<file path="config.mk">
export PLATFORM = sky130hd
export DESIGN_NAME = mem_lsu
export DESIGN_NICKNAME = d
export VERILOG_FILES = /design/src/rtl/lsu_pkg.sv /design/src/rtl/lsu_align.sv /design/src/rtl/mem_lsu.sv
export SDC_FILE = /design/constraint.sdc
export NUM_CORES = 1
export LEC_CHECK = 0
export ABC_AREA = 1
export ABC_CLOCK_PERIOD_IN_PS = 6800
export CAP_MARGIN = 20
export CORE_ASPECT_RATIO = 1.2
export CORE_MARGIN = 2
export CORE_UTILIZATION = 42
export CTS_BUF_LIST = sky130_fd_sc_hd__clkbuf_16
export DETAILED_ROUTE_END_ITERATION = 7
export PLACE_DENSITY = 0.85
export SYNTH_ARGS = -nofsm -noshare
export SYNTH_HDL_FRONTEND = slang
export SYNTH_SLANG_ARGS = --single-unit
</file>
<file path="constraint.sdc">
create_clock -name clk_i -period 6.8 [get_ports clk_i]
set_input_delay 1.36 -clock clk_i [delete_from_list [all_inputs] [get_ports clk_i]]
set_output_delay 1.36 -clock clk_i [all_outputs]
set_load 0.01 [all_outputs]
</file>
<file path="src/rtl/lsu_pkg.sv">
// Shared constants for the memory-stage load/store unit: FSM states, opcodes,
// access sizes and byte-mask helpers.
package lsu_pkg;

  typedef logic [1:0] lsu_state_t;
  localparam lsu_state_t S_IDLE = 2'd0;
  localparam lsu_state_t S_REQ  = 2'd1;
  localparam lsu_state_t S_WAIT = 2'd2;

  localparam logic [6:0] OP_LOAD  = 7'b0000011;
  localparam logic [6:0] OP_STORE = 7'b0100011;

  // funct3[1:0] gives the access size; funct3[2] selects zero-extension on loads
  localparam logic [1:0] SIZE_B = 2'd0;
  localparam logic [1:0] SIZE_H = 2'd1;
  localparam logic [1:0] SIZE_W = 2'd2;
  localparam logic [1:0] SIZE_D = 2'd3;

  localparam logic [7:0] BE_B = 8'h01;
  localparam logic [7:0] BE_H = 8'h03;
  localparam logic [7:0] BE_W = 8'h0F;
  localparam logic [7:0] BE_D = 8'hFF;

  function automatic logic [7:0] be_base(input logic [1:0] size);
    case (size)
      SIZE_B:  be_base = BE_B;
      SIZE_H:  be_base = BE_H;
      SIZE_W:  be_base = BE_W;
      default: be_base = BE_D;
    endcase
  endfunction

  // Keeps only the byte-offset bits that a naturally aligned access of this size may use
  function automatic logic [2:0] align_mask(input logic [1:0] size);
    case (size)
      SIZE_B:  align_mask = 3'b111;
      SIZE_H:  align_mask = 3'b110;
      SIZE_W:  align_mask = 3'b100;
      default: align_mask = 3'b000;
    endcase
  endfunction

endpackage

</file>
<file path="src/rtl/lsu_align.sv">
// Combinational lane logic: byte enables and store-data shifting for a new
// request, and extraction plus sign/zero extension of returned load data.
module lsu_align
  import lsu_pkg::*;
#(
  parameter int DATA_W = 64
) (
  input  logic [1:0]        req_size,
  input  logic [2:0]        req_off,
  input  logic [DATA_W-1:0] store_data,
  output logic [7:0]        be,
  output logic [DATA_W-1:0] wdata,
  input  logic [1:0]        ld_size,
  input  logic              ld_unsigned,
  input  logic [2:0]        ld_off,
  input  logic [DATA_W-1:0] rdata,
  output logic [DATA_W-1:0] load_data
);

  logic [DATA_W-1:0] shifted;
  logic              ext;

  always_comb begin
    be      = be_base(req_size) << req_off;
    wdata   = store_data << {req_off, 3'b000};
    shifted = rdata >> {ld_off, 3'b000};
    ext     = 1'b0;
    case (ld_size)
      SIZE_B: begin
        ext       = ~ld_unsigned & shifted[7];
        load_data = {{(DATA_W-8){ext}}, shifted[7:0]};
      end
      SIZE_H: begin
        ext       = ~ld_unsigned & shifted[15];
        load_data = {{(DATA_W-16){ext}}, shifted[15:0]};
      end
      SIZE_W: begin
        ext       = ~ld_unsigned & shifted[31];
        load_data = {{(DATA_W-32){ext}}, shifted[31:0]};
      end
      default: load_data = shifted;
    endcase
  end

endmodule

</file>
<file path="src/rtl/mem_lsu.sv">
// Memory-stage load/store unit: runs the dmem req/gnt/rvalid handshake and
// returns extended load data. Define LSU_MISALIGN_CHECK_EN to reject misaligned accesses.
module mem_lsu
  import lsu_pkg::*;
#(
  parameter int DATA_W = 64
) (
  input  logic              clk_i,
  input  logic              rsn_i,
  input  logic              valid_i,
  input  logic [31:0]       instr_i,
  input  logic [DATA_W-1:0] addr_i,
  input  logic [DATA_W-1:0] store_data_i,
  output logic              stall_o,
  output logic              wb_valid_o,
  output logic [4:0]        wb_rd_o,
  output logic [DATA_W-1:0] wb_data_o,
  output logic              misalign_o,
  output logic              dmem_req_o,
  output logic              dmem_we_o,
  output logic [DATA_W-1:0] dmem_addr_o,
  output logic [7:0]        dmem_be_o,
  output logic [DATA_W-1:0] dmem_wdata_o,
  input  logic              dmem_gnt_i,
  input  logic              dmem_rvalid_i,
  input  logic [DATA_W-1:0] dmem_rdata_i
);

  lsu_state_t state_q;
  logic [1:0] size_q;
  logic       unsigned_q;
  logic [2:0] off_q;
  logic [4:0] rd_q;

  logic [6:0]        opcode;
  logic [2:0]        funct3;
  logic              is_load;
  logic              is_store;
  logic              accept;
  logic              misaligned;
  logic [2:0]        off_d;
  logic [7:0]        be_d;
  logic [DATA_W-1:0] wdata_d;
  logic [DATA_W-1:0] load_data;
  logic              unused_bits;

  assign unused_bits = ^instr_i[31:15];

  // Decode and acceptance; without the misalign check the offset is simply forced aligned
  always_comb begin
    opcode   = instr_i[6:0];
    funct3   = instr_i[14:12];
    is_load  = (opcode == OP_LOAD) && (funct3 != 3'b111);
    is_store = (opcode == OP_STORE) && !funct3[2];
    accept   = (state_q == S_IDLE) && valid_i && (is_load || is_store);
    off_d    = addr_i[2:0] & align_mask(funct3[1:0]);
`ifdef LSU_MISALIGN_CHECK_EN
    misaligned = (off_d != addr_i[2:0]);
`else
    misaligned = 1'b0;
`endif
  end

  lsu_align #(.DATA_W(DATA_W)) u_align (
    .req_size    (funct3[1:0]),
    .req_off     (off_d),
    .store_data  (store_data_i),
    .be          (be_d),
    .wdata       (wdata_d),
    .ld_size     (size_q),
    .ld_unsigned (unsigned_q),
    .ld_off      (off_q),
    .rdata       (dmem_rdata_i),
    .load_data   (load_data)
  );

  always_ff @(posedge clk_i or posedge rsn_i) begin
    if (rsn_i) begin
      state_q      <= S_IDLE;
      size_q       <= '0;
      unsigned_q   <= 1'b0;
      off_q        <= '0;
      rd_q         <= '0;
      wb_valid_o   <= 1'b0;
      wb_rd_o      <= '0;
      wb_data_o    <= '0;
      misalign_o   <= 1'b0;
      dmem_we_o    <= 1'b0;
      dmem_addr_o  <= '0;
      dmem_be_o    <= '0;
      dmem_wdata_o <= '0;
    end else begin
      wb_valid_o <= 1'b0;
      misalign_o <= 1'b0;
      case (state_q)
        S_IDLE: begin
          if (accept) begin
            if (misaligned) begin
              misalign_o <= 1'b1;
            end else begin
              state_q      <= S_REQ;
              dmem_we_o    <= is_store;
              dmem_addr_o  <= {addr_i[DATA_W-1:3], 3'b000};
              dmem_be_o    <= be_d;
              dmem_wdata_o <= wdata_d;
              size_q       <= funct3[1:0];
              unsigned_q   <= funct3[2];
              off_q        <= off_d;
              rd_q         <= instr_i[11:7];
            end
          end
        end
        S_REQ: begin
          if (dmem_gnt_i) state_q <= dmem_we_o ? S_IDLE : S_WAIT;
        end
        S_WAIT: begin
          if (dmem_rvalid_i) begin
            wb_valid_o <= 1'b1;
            wb_data_o  <= load_data;
            wb_rd_o    <= rd_q;
            state_q    <= S_IDLE;
          end
        end
        default: state_q <= S_IDLE;
      endcase
    end
  end

  // Both follow the state register alone so an async reset clears them at once
  assign stall_o    = (state_q != S_IDLE);
  assign dmem_req_o = (state_q == S_REQ);

endmodule
</file>
Figure 1. Ports around the boundary (run 1).
Pins as bars across the die edge, other pins in grey.
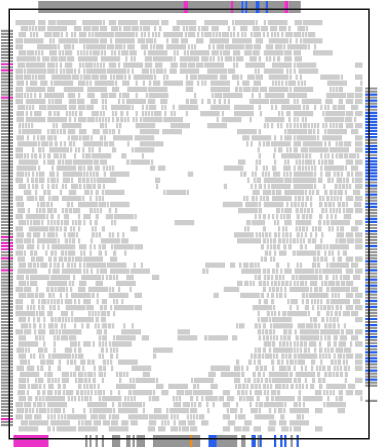
port	colour	pins	direction	edge
`wb_data_o`	blue	64	output	48 east, 11 south, 5 north
`dmem_we_o`	orange	1	output	south
`instr_i`	magenta	32	input	17 south, 10 west, 5 north

Figure 2. Routed metal, one colour a layer (run 1).
Only two layers are drawn.
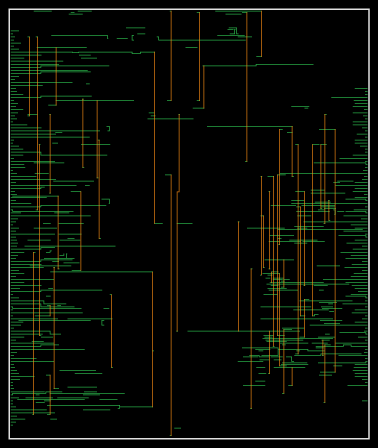
layer	colour	wire length
metal 3	green	4120 µm
metal 4	orange	2210 µm
Routed WL: 45100 µm
routed vias: 13400
routed length per instance: 17.7 µm

==> impl_metrics.yaml, run 1 <==
# implementation run metrics
pwr:
  clock_power_share: 0.371
  leakagePower_nw: 8.64
  internal-power_mw: 2.66
cells_and_area:
  buffers: 432
  nFillCells: 2493
  diodes: 0
  clock_area_frac: 0.0479
synth:
  syn_area_mm2: 0.0124
  ys_cells: 1807
  synth_seq_share: 0.439
outcome:
  status: "finished, final reports clean"
global_route:
  grt_max_degree: 125
critical_path:
  path_class: "in2reg"
  worst-path-buf-inv: 4
flow_run:
  maxCapViolCount: 0
cts:
  cts_tree: "built"
  post-cts-setup-buffer-count: 0
  cts_hold_buf: 0
sta:
  holdWs_ns: 0.478
  period_minus_slack_ns: 4.37
die:
  die_area_mm2: 0.0308
worst_hold_path:
  hold_depth: 2
Figure 3. Placed cells, one colour a class (run 1).
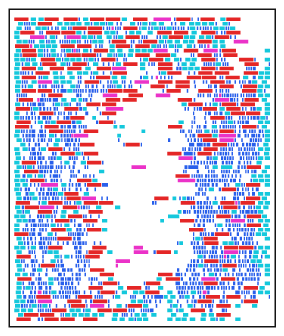
class	colour	cells	share of their area
remaining buffers and delay cells	cyan	432	25%
combinational and other logic	blue	1473	38%
clock drivers and dummy loads	magenta	44	4.9%
sequential cells	red	217	32%
Rows: 68
final core occ: 0.604
post-route cell area: 0.0174 mm²
flop share of the area: 0.312
Core Region: 0.0288 mm²

Figure 4. Congestion heat map (run 1).
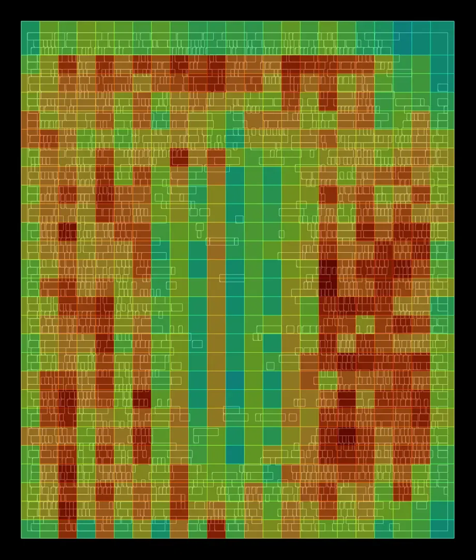

## Run 2: what changed since run 1
- ABC_CLOCK_PERIOD_IN_PS: 6800 -> 3800
- clock period: 6.8 -> 3.8 ns (I/O delays scaled with it)
Figure 5. Congestion heat map (run 2).
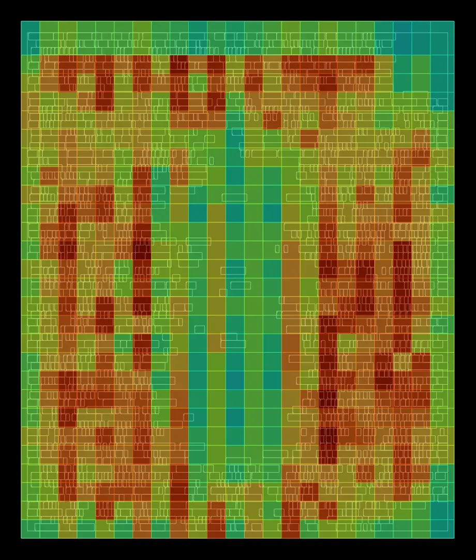
GRT Overall Usage: 0.284
met3 global-route usage: 0.0577
final core occ: 0.603
GR Util met2: 0.493
met1 Resource Use GR: 0.339

Figure 6. Ports around the boundary (run 2).
Pins as bars across the die edge, other pins in grey.
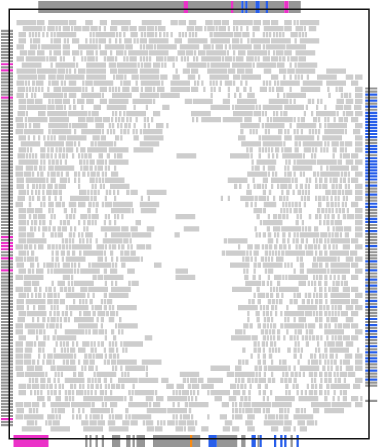
port	colour	pins	direction	edge
`dmem_we_o`	orange	1	output	south
`wb_data_o`	blue	64	output	48 east, 11 south, 5 north
`instr_i`	magenta	32	input	17 south, 10 west, 5 north
all pins by edge	131 west, 128 north, 100 east, 80 south
die height: 192 µm
DIE WIDTH: 161 µm

==> impl_metrics.yaml, run 2 <==
# implementation run metrics
synth:
  logic_family: "simple AND/OR/NAND/NOR gates"
  ys_cells: 1807
cells_and_area:
  seq_share: 0.312
  final_cell_area_mm2: 0.0174
  diodes: 0
  nNonClkInverters: 123
  buffers: 442
  clock_area_frac: 0.0398
  area_growth_pct: 40.8
die:
  die_area_mm2: 0.0308
  row_count: 68
  core_area_mm2: 0.0288
sta:
  holdWs_ns: 0.477
  period_minus_slack_ns: 2.50
pwr:
  internal-power_mw: 4.41
  power_leader: "registers"
  clock_power_share: 0.333
  seqPwrFrac: 0.414
route:
  vias: 13300
  routedWlPerCell_um: 17.6
  wl_um: 45000
worst_hold_path:
  hold_depth: 2
  min_path_type: "reg2reg"
outcome:
  status: "finished, final reports clean"
cts:
  post-cts-setup-buffer-count: 0
  cts_tree: "built"
  cts_root_buf: "clkbuf_16"
  cts_hold_buf: 0
flow_run:
  maxCapViolCount: 0
critical_path:
  worst-path-buf-inv: 2
  path_class: "reg2out"
global_route:
  grt_max_degree: 127
Figure 7. Clock distribution (run 2).
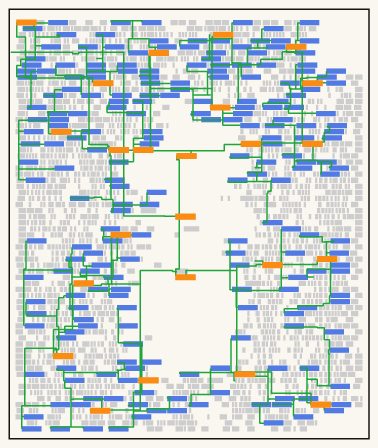

## Run 3: what changed since run 2
- ABC_CLOCK_PERIOD_IN_PS: 3800 -> 2000
- clock period: 3.8 -> 2 ns (I/O delays scaled with it)
Figure 8. Clock distribution (run 3).
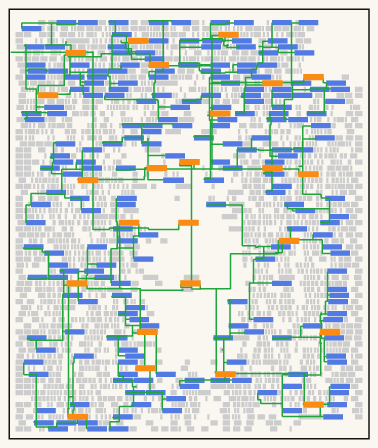
[clock wires] green | length: 3060 µm
[clock drivers] orange | count: 24
[flip-flops] blue | count: 217
routed clock nets	25
Clock Latency Late Sink: 0.53 ns
Clock power frac: 0.346
Max Clock Skew: 0.0141 ns
Power Clock: 4.45 mW

Figure 9. Congestion heat map (run 3).
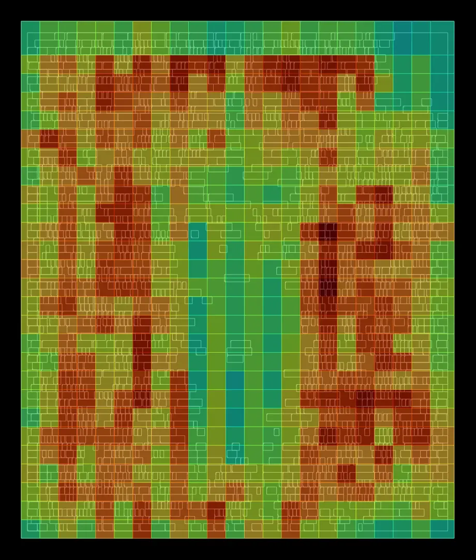
routed length per instance: 17.7 µm
GRT Overall Usage: 0.297

==> impl_metrics.yaml, run 3 <==
# implementation run metrics
outcome:
  status: "finished, final reports clean"
global_route:
  grt_max_degree: 72
  grtUsageMet3: 0.0479
cts:
  post-cts-setup-buffer-count: 0
  cts_tree: "built"
die:
  core_area_mm2: 0.0288
  row_count: 68
  die_area_mm2: 0.0308
  die_w_um: 161
  die_h_um: 192
synth:
  ys_cells: 1807
  syn_area_mm2: 0.0124
  logic_family: "simple AND/OR/NAND/NOR gates"
critical_path:
  path_class: "reg2out"
  worst-path-buf-inv: 1
cells_and_area:
  nNonClkInverters: 123
  seq_share: 0.293
  clock_area_frac: 0.0419
  diodes: 1
  area_growth_pct: 49.9
  nFillCells: 2434
  buffers: 542
worst_hold_path:
  min_path_type: "in2async"
sta:
  period_minus_slack_ns: 1.97
pwr:
  internal-power_mw: 9.03
  seqPwrFrac: 0.392
  power_leader: "registers"
  leakagePower_nw: 9.26
flow_run:
  maxCapViolCount: 0
route:
  vias: 14000
Power figures rest on the tool's default switching activity, not on a simulated workload.
